[src/rtl/stream_mux_pkg.sv]
// stream_mux shared types and legality limits.
// Mode encoding matches the 1-bit mode input.
package stream_mux_pkg;

  typedef enum logic {
    MODE_SEL = 1'b0,
    MODE_RR  = 1'b1
  } mode_e;

  localparam int N_MAX = 16;
  localparam int W_MAX = 64;

endpackage

[src/rtl/stream_mux_rr_arbiter.sv]
// Combinational rotating-priority arbiter.
// Scan starts one past ptr, so ptr is the last winner.
module rr_arbiter #(
  parameter  int N  = 4,
  localparam int SW = $clog2(N)
) (
  input  logic [N-1:0]  req,
  input  logic [SW-1:0] ptr,
  output logic [N-1:0]  gnt,
  output logic [SW-1:0] gnt_idx,
  output logic          gnt_valid
);

  logic [SW-1:0] idx;

  always_comb begin
    gnt       = '0;
    gnt_idx   = '0;
    gnt_valid = 1'b0;
    idx       = '0;
    for (int k = 1; k <= N; k++) begin
      idx = SW'((int'(ptr) + k) % N);
      if (!gnt_valid && req[idx]) begin
        gnt_valid = 1'b1;
        gnt_idx   = idx;
        gnt[idx]  = 1'b1;
      end
    end
  end

endmodule

[src/rtl/stream_mux.sv]
// N-channel registered valid/ready stream mux, select or round-robin.
// Define STREAM_MUX_LAST_EN to build packet lock and forward in_last.
module stream_mux
  import stream_mux_pkg::*;
#(
  parameter  int N  = 4,
  parameter  int W  = 8,
  localparam int SW = $clog2(N)
) (
  input  logic           clk,
  input  logic           rst_n,
  input  logic           mode,
  input  logic [SW-1:0]  sel,
  input  logic [N-1:0]   in_valid,
  input  logic [N*W-1:0] in_data,
  input  logic [N-1:0]   in_last,
  output logic [N-1:0]   in_ready,
  output logic           out_valid,
  output logic [W-1:0]   out_data,
  output logic           out_last,
  output logic [SW-1:0]  out_ch,
  input  logic           out_ready
);

  logic          load;
  logic          xfer;
  logic          xfer_last;
  logic          grant_valid;
  logic [SW-1:0] grant;
  logic [W-1:0]  gdata;
  logic          sel_ok;
  logic          locked;
  logic [SW-1:0] lock_ch;

  logic [N-1:0]  rr_gnt_unused;
  logic [SW-1:0] rr_idx;
  logic          rr_valid;

  logic          out_valid_q;
  logic [W-1:0]  out_data_q;
  logic          out_last_q;
  logic [SW-1:0] out_ch_q;
  logic [SW-1:0] ptr_q;

  rr_arbiter #(.N(N)) u_arb (
    .req       (in_valid),
    .ptr       (ptr_q),
    .gnt       (rr_gnt_unused),
    .gnt_idx   (rr_idx),
    .gnt_valid (rr_valid)
  );

  assign load   = !out_valid_q || out_ready;
  assign sel_ok = int'(sel) < N;

`ifdef STREAM_MUX_LAST_EN
  typedef enum logic {
    UNLOCKED = 1'b0,
    LOCKED   = 1'b1
  } lock_e;

  lock_e         state_q, state_d;
  logic [SW-1:0] lock_ch_q, lock_ch_d;

  always_ff @(posedge clk or negedge rst_n) begin
    if (!rst_n) begin
      state_q   <= UNLOCKED;
      lock_ch_q <= '0;
    end else begin
      state_q   <= state_d;
      lock_ch_q <= lock_ch_d;
    end
  end

  always_comb begin
    state_d   = state_q;
    lock_ch_d = lock_ch_q;
    if (xfer) begin
      if (in_last[grant]) begin
        state_d = UNLOCKED;
      end else begin
        state_d   = LOCKED;
        lock_ch_d = grant;
      end
    end
  end

  assign locked    = (state_q == LOCKED);
  assign lock_ch   = lock_ch_q;
  assign xfer_last = in_last[grant];
`else
  logic unused_last;
  assign unused_last = ^in_last;
  assign locked      = 1'b0;
  assign lock_ch     = '0;
  assign xfer_last   = 1'b0;
`endif

  always_comb begin
    grant       = '0;
    grant_valid = 1'b0;
    unique case (1'b1)
      locked: begin
        grant       = lock_ch;
        grant_valid = in_valid[lock_ch];
      end
      (!locked && mode_e'(mode) == MODE_SEL): begin
        grant       = sel;
        grant_valid = sel_ok && in_valid[sel];
      end
      (!locked && mode_e'(mode) == MODE_RR): begin
        grant       = rr_idx;
        grant_valid = rr_valid;
      end
      default: ;
    endcase
  end

  always_comb begin
    in_ready = '0;
    gdata    = '0;
    for (int i = 0; i < N; i++) begin
      if (grant == SW'(i)) begin
        gdata       = in_data[i*W +: W];
        in_ready[i] = rst_n && load && grant_valid;
      end
    end
  end

  assign xfer = |in_ready;

  always_ff @(posedge clk or negedge rst_n) begin
    if (!rst_n) begin
      out_valid_q <= 1'b0;
      out_data_q  <= '0;
      out_last_q  <= 1'b0;
      out_ch_q    <= '0;
      ptr_q       <= SW'(N - 1);
    end else if (xfer) begin
      out_valid_q <= 1'b1;
      out_data_q  <= gdata;
      out_last_q  <= xfer_last;
      out_ch_q    <= grant;
      ptr_q       <= grant;
    end else if (load) begin
      out_valid_q <= 1'b0;
    end
  end

  assign out_valid = out_valid_q;
  assign out_data  = out_data_q;
  assign out_last  = out_last_q;
  assign out_ch    = out_ch_q;

endmodule
[config.mk]
export PLATFORM = sky130hd
export DESIGN_NAME = stream_mux
export DESIGN_NICKNAME = d
export VERILOG_FILES = /design/src/rtl/stream_mux_pkg.sv /design/src/rtl/stream_mux_rr_arbiter.sv /design/src/rtl/stream_mux.sv
export SDC_FILE = /design/constraint.sdc
export NUM_CORES = 1
export LEC_CHECK = 0
export CELL_PAD_IN_SITES_DETAIL_PLACEMENT = 1
export CELL_PAD_IN_SITES_GLOBAL_PLACEMENT = 1
export CORE_UTILIZATION = 29
export CTS_CLUSTER_DIAMETER = 30
export DETAILED_ROUTE_END_ITERATION = 7
export PLACE_DENSITY_LB_ADDON = 0.1
export RECOVER_POWER = 50
export SLEW_MARGIN = 20
export SYNTH_ARGS = -nofsm -noshare
export SYNTH_HDL_FRONTEND = slang
export SYNTH_SLANG_ARGS = --single-unit
[constraint.sdc]
create_clock -name clk -period 4.45 [get_ports clk]
set_clock_uncertainty 0.15 [all_clocks]
set_input_delay 0.445 -clock clk [delete_from_list [all_inputs] [get_ports clk]]
set_output_delay 0.445 -clock clk [all_outputs]
set_load 0.05 [all_outputs]
==> metrics.csv <==
stage,metric,value,unit
cts,cts_made_buffers,3,
synth,syn_inst,106,
pwr,clkPwrFrac,0.115,
floorplan,io_pins,62,
final_timing,report.final.slew_viol_count,0,
placed_design,dp_hpwl,2301,µm
synth,edf_count,0,
critical_path,path_cells,"dlygate4sd3_1, clkbuf_1, or3b_1, a21oi_4, and3_1, clkdlybuf4s50_1",
finish,drive_gt1_frac,0.1667,
final_timing,max_slew_margin,0.4710,
cts,cts-resized-gates,0,
drt,via_per_inst,4.947,
critical_path,max_stage_delay,0.81,ns
hold_path,hp-class,flop to flop,
floorplan,fp-row-count,21,
cts,cts_tree,done,
cts,postCtsSetupBuffers,0,
pwr,p_sw,0.0003001,W
cts,ctsHoldBuffers,0,
final_timing,hold_violations,0,
final_timing,rsz0062_at_grt,false,
finish,antennaDiodeCount,0,
final_timing,worst_pin_slew,0.7934,ns
outcome,status,completed,
floorplan,die_area,0.003873,mm²
drt,vias,1029,
final_timing,max_freq,261.9,MHz
finish,lay_top_cells,"clkdlybuf4s50_1 (46), nor2_1 (15), dfrtp_1 (11)",
cts,clock-sinks,13,
final_timing,fin_setup_tns,0,ns
finish,area_growth,57.91,%
critical_path,cpMaxStageDelayCell,clkdlybuf4s50_1,
critical_path,endpoint_kind,output pin,
synth,syn_avg_cell_area,9.927,µm²
synth,async_flop_share,1.000,
drt,dr.pass1.iters,4,
run,openroad.warnings,30,
synth,syn_area,0.001052,mm²
synth,ys_cells,106,
cts,clock_path_buffers,2,
floorplan,die_x,62.24,µm
drt,first_iter_violations,65,
placed_design,io_buffers,56,
final_timing,finalCritPeriodShare,0.8582,
synth,ys_chip_area,0.001052,mm²
synth,ys_types,32,
final_timing,setup_viol,0,
synth,synth-seq-cells,13,
drt,drc_errors,0,
finish,fin_nets,209,
floorplan,core,0.003416,mm²
pwr,p_sw_frac,0.4621,
pwr,irDropWorstVdd,0.1726,mV
final_timing,min_period,3.819,ns
critical_path,worstPathArrival,3.22,ns
placed_design,routabilityCongestion,0.6927,
cts,root_buffer,clkbuf_4,
pwr,p_int,0.0003494,W
synth,synth_seq_share,0.3115,
cts,clkTransAtPathRegs,0.08,ns
placed_design,place_ws,0.8367,ns
run,maxCapViolCount,0,
critical_path,cpLargestDelayFamily,buffers and inverters,
critical_path,critical_path_required,3.86,ns
global_routing,grt_pass1_wl,5133,µm
global_routing,grt-ovfl-total,0,
synth,flop_cell,dfrtp_1,
finish,lay_top_count,clkdlybuf4s50_1,
global_routing,antenna_found_initial,0,
synth,fp_nets,152,
floorplan,initCoreUtil,0.3081,
floorplan,die_height,62.24,µm
critical_path,criticalPathCategory,primary input to output pin,
critical_path,worst-path-max-fanout,14,
cts,h-tree-depth,1,
synth,synth.yosys.warnings,0,
pwr,power.total,0.0006494,W
cts,clock_latency,0.27,ns
finish,n_fill_cell,409,
drt,drt-total-wl,2928,µm
global_routing,grt_pass1_vias,1048,
drt,final_antenna_net_count,0,
critical_path,path_buffers,3,
final_timing,hold_slack,0.3737,ns
final_timing,fin_ws,0.6311,ns
pwr,pwr-share-seq,0.288,
pwr,p_leak,0.6621,nW
pwr,combPwrFrac,0.597,
pwr,power.density,390.8,mW/mm²
critical_path,worstSetupStartpointType,primary input,
global_routing,grt_max_degree,21,
through the flow:
stage | cells | instance area, µm²
global route | 208 | 1662
floorplan | 106 | 1052
finish | 208 | 1662
CTS | 208 | 1665
detailed placement | 204 | 1639
global placement | 204 | 1639
synthesized netlist by cell type (2+ instances only):
library cell	instances	area [µm²]
dfstp_2	2	52.55
nor4b_1	2	17.52
a221oi_2	8	120.1
buf_4	5	37.54
buf_6	3	33.78
a31oi_1	2	12.51
inv_1	7	26.28
nor2_1	15	56.30
mux2i_1	9	90.09
nor2b_1	9	56.30
mux2_2	2	22.52
dfrtp_1	11	275.3
nand2b_1	3	18.77
a211oi_1	7	52.55
and3_1	2	12.51
o21ai_0	3	15.01
layer usage:
| metal | vias up | part of all wire | GRT usage |
|---|---|---|---|
| met1 | 492 | 0.43 | 0.2032 |
| met5 | - | 0 | 0 |
| met3 | 2 | 0.065 | 0.04596 |
| met2 | 33 | 0.50 | 0.2720 |
| met4 | 0 | 0.0099 | 0.06395 |
| li1 | 502 | - | - |
sequential cells by signal (all words and copies together), names as in the netlist:
register,cells
out_ch,2
out_valid,1
ptr_q,2
out_data,8
kinds of logic after synthesis:
logic type | synth area share
multiplexers | 0.1284
AND-OR/OR-AND | 0.2675
other | 0.003564
AND/OR/NAND/NOR | 0.1926
flip-flops | 0.3115
buffers and inverters | 0.09632
worst reg2reg max path, delay by kind of cell, from the launching register on:
kind,cells,cell delay (ns)
and+or+nand+nor,2,0.51
DFF,1,0.61
buffers and inverters,1,0.21
AOI/OAI and AO/OA,3,0.67
muxes,1,0.20
layout make-up:
cell class                 count  area (µm²)  area share
sequential                    13       327.8      0.1973
tap                           46       57.56     0.03464
multi-input combinational     77       634.4      0.3818
clock buffer                   4       26.28     0.01581
inverter                       7       26.28     0.01581
timing repair buffer          61       589.3      0.3547
path summary, 6_finish.rpt:
kind	end	depth (start not counted)	slack (ns)	startpoint
worst max-delay path	in_ready[2]	6	0.63	rst_n
worst min-delay path	out_ch[1]	1	0.37	out_ch[1]
worst max register to register	out_data[6]	7	1.96	ptr_q[1]
worst min register to register	out_ch[1]	1	0.37	out_ch[1]
max in group asynchronous	out_data[3]	2	3.05	rst_n
min in group asynchronous	out_data[4]	2	0.61	rst_n
power groups by stage:
stage | Combinational [W] | Clock, W | Sequential, W
after floorplan | 0.000167 | 0 | 0.000291
after global placement | 0.000395 | 0 | 0.000188
after detailed placement | 0.000400 | 0 | 0.000190
after CTS | 0.000401 | 0.0000780 | 0.000188
after global routing | 0.000414 | 0.0000852 | 0.000193
final | 0.000388 | 0.0000747 | 0.000187
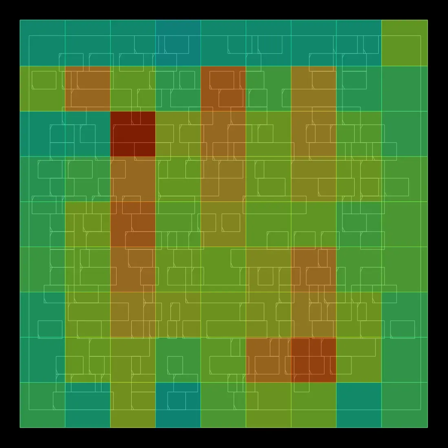
**Above:** track usage over the die.
Total GRT Usage: 0.1651
gr busiest metal: met2
Core Util, Final: 0.4864
Routed wire per std cell: 14.08 µm
met1 Usage GRT: 0.2032

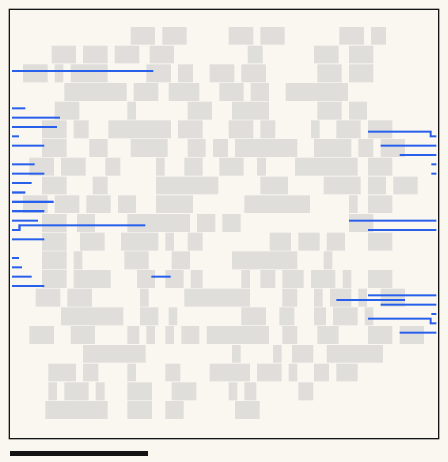
**Above:** M3 wires.
The bar under the picture is 20 µm long. Cells faint in the background.
nets with wire on the layer: 32
wire length on this layer: 189 µm
main direction: horizontal

Power and IR drop assume default switching activity.
